### src/rtl/attr_residual_sequencer_pkg.sv
// Shared types and arithmetic helpers for the attribute residual sequencer.
//   seq_state_e : sequencer FSM states
//   attr_max    : all-ones value of an attribute lane of the given width
//   attr_add    : lane + signed residual, wrapping or saturating to lane width
// Lane widths up to 31 bits are supported by the helpers.
package attr_seq_pkg;

  typedef enum logic [1:0] {
    IDLE    = 2'd0,
    COLLECT = 2'd1,
    EMIT    = 2'd2,
    DONE    = 2'd3
  } seq_state_e;

  function automatic logic [31:0] attr_max(input int unsigned width);
    if (width >= 32) return '1;
    return (32'd1 << width) - 32'd1;
  endfunction

  // Sum is formed two bits wider than the operands so both underflow below 0
  // and overflow past attr_max are visible before the clamp / wrap.
  function automatic logic [31:0] attr_add(input logic [31:0]        lane,
                                           input logic signed [31:0] resid,
                                           input int unsigned        width,
                                           input bit                 saturate);
    logic signed [33:0] sum;
    logic signed [33:0] max_v;
    sum   = $signed({2'b00, lane}) + $signed({{2{resid[31]}}, resid});
    max_v = $signed({2'b00, attr_max(width)});
    if (!saturate) return sum[31:0] & attr_max(width);
    if (sum < 34'sd0) return '0;
    if (sum > max_v) return max_v[31:0];
    return sum[31:0];
  endfunction

endpackage

### src/rtl/attr_residual_sequencer_if.sv
// Handshake bundle of the attribute residual sequencer.
//   frame control : start, point_count -> ; <- busy, done
//   symbol input  : sym_valid, sym_data -> ; <- sym_ready
//   vector output : <- out_valid, out_attr, out_last ; out_ready ->
// master = upstream/downstream environment, slave = sequencer.
interface attr_residual_sequencer_if #(
  parameter int SYMBOL_WIDTH = 8,
  parameter int ATTR_WIDTH   = 8,
  parameter int NUM_ATTR     = 3,
  parameter int CNT_WIDTH    = 16
);
  logic                           start;
  logic [CNT_WIDTH-1:0]           point_count;
  logic                           busy;
  logic                           done;
  logic                           sym_valid;
  logic                           sym_ready;
  logic [SYMBOL_WIDTH-1:0]        sym_data;
  logic                           out_valid;
  logic                           out_ready;
  logic [NUM_ATTR*ATTR_WIDTH-1:0] out_attr;
  logic                           out_last;

  modport master (
    output start, point_count, sym_valid, sym_data, out_ready,
    input  busy, done, sym_ready, out_valid, out_attr, out_last
  );

  modport slave (
    input  start, point_count, sym_valid, sym_data, out_ready,
    output busy, done, sym_ready, out_valid, out_attr, out_last
  );
endinterface

### src/rtl/attr_residual_sequencer_ext.sv
// Symbol-to-residual conversion (combinational).
//   sym   in  SYMBOL_WIDTH  entropy-decoded residual symbol
//   resid out ATTR_WIDTH    two's-complement residual at lane width
// Wide symbols are truncated to the lane width; narrow symbols are
// sign-extended.
module attr_residual_ext #(
  parameter int SYMBOL_WIDTH = 8,
  parameter int ATTR_WIDTH   = 8
) (
  input  logic [SYMBOL_WIDTH-1:0] sym,
  output logic [ATTR_WIDTH-1:0]   resid
);

  if (SYMBOL_WIDTH >= ATTR_WIDTH) begin : g_trunc
    assign resid = sym[ATTR_WIDTH-1:0];
    if (SYMBOL_WIDTH > ATTR_WIDTH) begin : g_drop
      logic sym_hi_unused;
      assign sym_hi_unused = ^sym[SYMBOL_WIDTH-1:ATTR_WIDTH];
    end
  end else begin : g_sext
    assign resid = {{(ATTR_WIDTH-SYMBOL_WIDTH){sym[SYMBOL_WIDTH-1]}}, sym};
  end

endmodule

### src/rtl/attr_residual_sequencer.sv
// Attribute residual sequencer: groups residual symbols into per-point
// attribute vectors, adds each residual to the previous point's lane value
// (delta prediction) and emits one vector per point.
//   clk, rst : clock, synchronous active-high reset
//   bus      : attr_residual_sequencer_if.slave (frame control, symbol
//              input, vector output)
// Build option: ATTR_RESID_SATURATE_EN clamps lane sums to
// [0, 2^ATTR_WIDTH-1]; without it lane sums wrap. ATTR_WIDTH must be < 32.
//
// state   | meaning
// IDLE    | waiting for start
// COLLECT | accepting NUM_ATTR symbols for the current point
// EMIT    | presenting the reconstructed vector until out_ready
// DONE    | one-cycle done pulse, then back to IDLE
module attr_residual_sequencer
  import attr_seq_pkg::*;
#(
  parameter int SYMBOL_WIDTH = 8,
  parameter int ATTR_WIDTH   = 8,
  parameter int NUM_ATTR     = 3,
  parameter int CNT_WIDTH    = 16
) (
  input logic                     clk,
  input logic                     rst,
  attr_residual_sequencer_if.slave bus
);

  localparam int IDX_W = (NUM_ATTR > 1) ? $clog2(NUM_ATTR) : 1;
  localparam logic [IDX_W-1:0] LAST_IDX = IDX_W'(NUM_ATTR - 1);
`ifdef ATTR_RESID_SATURATE_EN
  localparam bit SATURATE = 1'b1;
`else
  localparam bit SATURATE = 1'b0;
`endif

  seq_state_e                         state, state_next;
  logic [NUM_ATTR-1:0][ATTR_WIDTH-1:0] lanes;
  logic [CNT_WIDTH-1:0]               remaining;
  logic [IDX_W-1:0]                   idx;
  logic [ATTR_WIDTH-1:0]              resid;
  logic signed [31:0]                 resid_ext;
  logic [ATTR_WIDTH-1:0]              lane_cur;
  logic [31:0]                        lane_sum;
  logic                               sum_hi_unused;
  logic                               sym_fire;
  logic                               out_fire;
  logic                               frame_go;

  attr_residual_ext #(
    .SYMBOL_WIDTH(SYMBOL_WIDTH),
    .ATTR_WIDTH  (ATTR_WIDTH)
  ) u_ext (
    .sym  (bus.sym_data),
    .resid(resid)
  );

  assign resid_ext     = 32'($signed(resid));
  assign lane_cur      = lanes[idx];
  assign lane_sum      = attr_add(32'(lane_cur), resid_ext, ATTR_WIDTH, SATURATE);
  assign sum_hi_unused = ^lane_sum[31:ATTR_WIDTH];

  assign sym_fire = (state == COLLECT) && bus.sym_valid;
  assign out_fire = (state == EMIT) && bus.out_ready;
  assign frame_go = (state == IDLE) && bus.start && (bus.point_count != '0);

  always_ff @(posedge clk) begin
    if (rst) state <= IDLE;
    else     state <= state_next;
  end

  always_comb begin
    state_next = state;
    case (state)
      IDLE: begin
        if (bus.start) state_next = (bus.point_count != '0) ? COLLECT : DONE;
      end
      COLLECT: begin
        if (sym_fire && (idx == LAST_IDX)) state_next = EMIT;
      end
      EMIT: begin
        if (out_fire) state_next = (remaining == CNT_WIDTH'(1)) ? DONE : COLLECT;
      end
      DONE:    state_next = IDLE;
      default: state_next = IDLE;
    endcase
  end

  always_comb begin
    bus.busy      = (state != IDLE);
    bus.sym_ready = (state == COLLECT);
    bus.out_valid = (state == EMIT);
    bus.out_last  = (state == EMIT) && (remaining == CNT_WIDTH'(1));
    bus.done      = (state == DONE);
  end

  // Lanes double as the output register and the predictor for the next point,
  // so they are only cleared on reset or at the start of a frame.
  assign bus.out_attr = lanes;

  always_ff @(posedge clk) begin
    if (rst) begin
      lanes     <= '0;
      remaining <= '0;
      idx       <= '0;
    end else begin
      if (frame_go) begin
        lanes     <= '0;
        remaining <= bus.point_count;
        idx       <= '0;
      end
      if (sym_fire) begin
        lanes[idx] <= lane_sum[ATTR_WIDTH-1:0];
        idx        <= (idx == LAST_IDX) ? '0 : idx + IDX_W'(1);
      end
      if (out_fire) remaining <= remaining - CNT_WIDTH'(1);
    end
  end

endmodule

### src/flat_wrapper.sv
// flat-port wrapper written by rule: the top's interface ports become plain ports
module attr_residual_sequencer_flat import attr_seq_pkg::*;
#(
  parameter int SYMBOL_WIDTH = 8,
  parameter int ATTR_WIDTH   = 8,
  parameter int NUM_ATTR     = 3,
  parameter int CNT_WIDTH    = 16
)
  (clk, rst, bus_start, bus_point_count, bus_sym_valid, bus_sym_data, bus_out_ready, bus_busy, bus_done, bus_sym_ready, bus_out_valid, bus_out_attr, bus_out_last);
  attr_residual_sequencer_if #(.SYMBOL_WIDTH(SYMBOL_WIDTH), .ATTR_WIDTH(ATTR_WIDTH), .NUM_ATTR(NUM_ATTR), .CNT_WIDTH(CNT_WIDTH)) bus_i ();
  input logic clk;
  input logic rst;
  input wire logic [$bits(bus_i.start)-1:0] bus_start;
  input wire logic [$bits(bus_i.point_count)-1:0] bus_point_count;
  input wire logic [$bits(bus_i.sym_valid)-1:0] bus_sym_valid;
  input wire logic [$bits(bus_i.sym_data)-1:0] bus_sym_data;
  input wire logic [$bits(bus_i.out_ready)-1:0] bus_out_ready;
  output wire logic [$bits(bus_i.busy)-1:0] bus_busy;
  output wire logic [$bits(bus_i.done)-1:0] bus_done;
  output wire logic [$bits(bus_i.sym_ready)-1:0] bus_sym_ready;
  output wire logic [$bits(bus_i.out_valid)-1:0] bus_out_valid;
  output wire logic [$bits(bus_i.out_attr)-1:0] bus_out_attr;
  output wire logic [$bits(bus_i.out_last)-1:0] bus_out_last;
  assign bus_i.start = bus_start;
  assign bus_i.point_count = bus_point_count;
  assign bus_i.sym_valid = bus_sym_valid;
  assign bus_i.sym_data = bus_sym_data;
  assign bus_i.out_ready = bus_out_ready;
  assign bus_busy = bus_i.busy;
  assign bus_done = bus_i.done;
  assign bus_sym_ready = bus_i.sym_ready;
  assign bus_out_valid = bus_i.out_valid;
  assign bus_out_attr = bus_i.out_attr;
  assign bus_out_last = bus_i.out_last;
  attr_residual_sequencer #(.SYMBOL_WIDTH(SYMBOL_WIDTH), .ATTR_WIDTH(ATTR_WIDTH), .NUM_ATTR(NUM_ATTR), .CNT_WIDTH(CNT_WIDTH)) u_core (.clk(clk), .rst(rst), .bus(bus_i));
endmodule
### config.mk
export PLATFORM = sky130hd
export DESIGN_NAME = attr_residual_sequencer_flat
export DESIGN_NICKNAME = d
export VERILOG_FILES = /design/src/rtl/attr_residual_sequencer_pkg.sv /design/src/rtl/attr_residual_sequencer_if.sv /design/src/rtl/attr_residual_sequencer_ext.sv /design/src/rtl/attr_residual_sequencer.sv /design/src/flat_wrapper.sv
export SDC_FILE = /design/constraint.sdc
export NUM_CORES = 1
export LEC_CHECK = 0
export CORE_MARGIN = 4
export CORE_UTILIZATION = 50
export DETAILED_ROUTE_END_ITERATION = 10
export PLACE_DENSITY = 0.76
export SYNTH_ARGS = -nofsm -noshare
export SYNTH_HDL_FRONTEND = slang
export SYNTH_SLANG_ARGS = --single-unit
### constraint.sdc
create_clock -name clk -period 7.3 [get_ports clk]
set_input_delay 0.73 -clock clk [delete_from_list [all_inputs] [get_ports clk]]
set_output_delay 0.73 -clock clk [all_outputs]
set_load 0.03 [all_outputs]
Fig. 1: the metal 2 layer
Scale: 4 px per µm. Cells faint in the background.
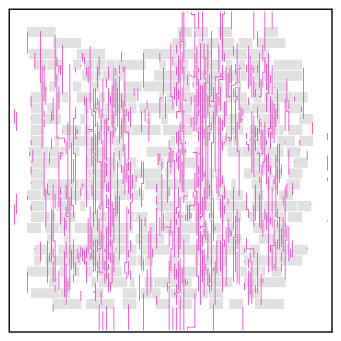
nets with wire on the layer: 343
longest straight run: 33.0 µm
main direction: vertical
share of all routed wire: 49%
wire length on this layer: 3310 µm

Fig. 2: signal wires by layer
Scale: 4 px per µm. Only two layers are drawn.
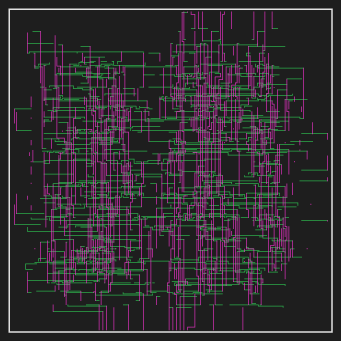
[green] met1 | wire length: 3040 µm
[magenta] met2 | wire length: 3310 µm

==> results.toml <==
# flow metrics
[worst_setup_path]
reg2regPathDepth = 11
reg2reg_from = "u_core.idx[1]"
cp-start-kind = "flop"
cp_top_family = "simple AND/OR/NAND/NOR gates"
cp_num_cells = 4
r2r_slack_ns = 4.19
setup.worst_path.start = "u_core.remaining[4]"
worstPathBufferInverterCount = 1
path_class = "reg2out"

[sta]
min_period_ns = 3.12
slew_headroom_pct = 53.5
fmax_mhz = 321
skew_ns = 0.00389
worst_slew_pin_slew_ns = 0.693
finalSetupViolations = 0

[detailed_routing]
dr.pass1.iters = 5
wl_mm = 6.83
drt-initial-drc-count = 167
wl_met2_mm = 3.31

[placed_design]
place_ws_ns = 4.19
place_inst = 440
postPlaceCellArea_um2 = 3180
place_congestion = 0.878
io_buffer_count = 57
dp_hpwl_mm = 4.96

[synth]
synth.cellmix.compoundShare_pct = 21.9
fp_nets = 370
top_area_share_pct = 33.7
yosys_area_um2 = 2620
synthTopCellsByCount = "dfxtp_1 (44), nand2_1 (39), a21oi_1 (34)"
syn_area_um2 = 2620
ys_seq_share_pct = 33.7
edf_count = 0
synth_top_cell_by_area = "dfxtp_1"
synth_cell_types = 53
async_flop_share_pct = 0
yosys.area_share.simple_pct = 28.2
synth-xor-area-share_pct = 2.01
top_cell = "dfxtp_1"
ys_ff = 44

[clocking]
clock_latency_ns = 0.29
cts_buffer_depth = 2
cts_root_buffer = "clkbuf_8"
cts_hold_buf = 0

[pwr]
pg_comb_mw = 0.127
power_leader = "sequential cells"
leakage_nw = 1.12
powerDensity_nw_per_um2 = 169
power.share.clock_pct = 28.6
power_clock_mw = 0.158
p_sw_mw = 0.167

[grt]
globalRouteTotalUtil_pct = 22.0
met2_usage_pct = 38.0
antenna_found_initial = 0
busiest_layer = "met2"
grt_pass1_vias = 2393
grt_use_met1_pct = 27.5

[min_path]
min_from = "u_core.bus.out_attr[10]"
hold_depth = 2
min_to = "u_core.bus.out_attr[10]"

[floorplanning]
fp.coreArea_um2 = 5070
die_area_um2 = 6450
tap_cells = 70
pin_count = 58

[finish]
antenna_cells = 0
final_cells = 448
final_area_um2 = 3270
syn_to_final_growth_pct = 25.1
fin_nets = 416
comb_cells = 259
largest_reg_flops = 24
clk_share_pct = 2.75
dominant_cells = "combinational gates"
drive_gt1_share_pct = 5.56
n_all_buffers = 59
inverters = 8
final_util_pct = 64.4
logic_area_um2 = 1600
seq_area_share_pct = 26.9

[outcome]
status = "finished clean"
Fig. 3: zoomed window
Window x 20 to 60, y 20 to 60 µm. Cells in grey, sequential cells in the stronger grey; small squares are vias.
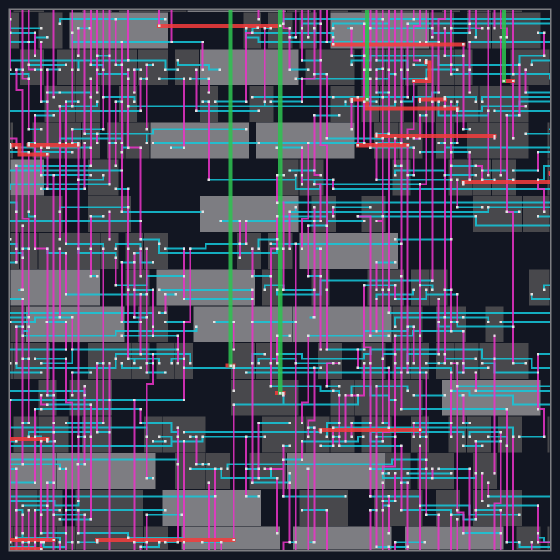
[cyan] met1
[magenta] met2
[green] met4
[red] met3
sequential cells in the window: 19
most frequent: nand2_1 (26), dfxtp_1 (19), nand3_1 (18)
cells with their middle in the window: 142
netlist names of flops here include: u_core.bus.out_attr (9), u_core.remaining (6), u_core.idx (2)

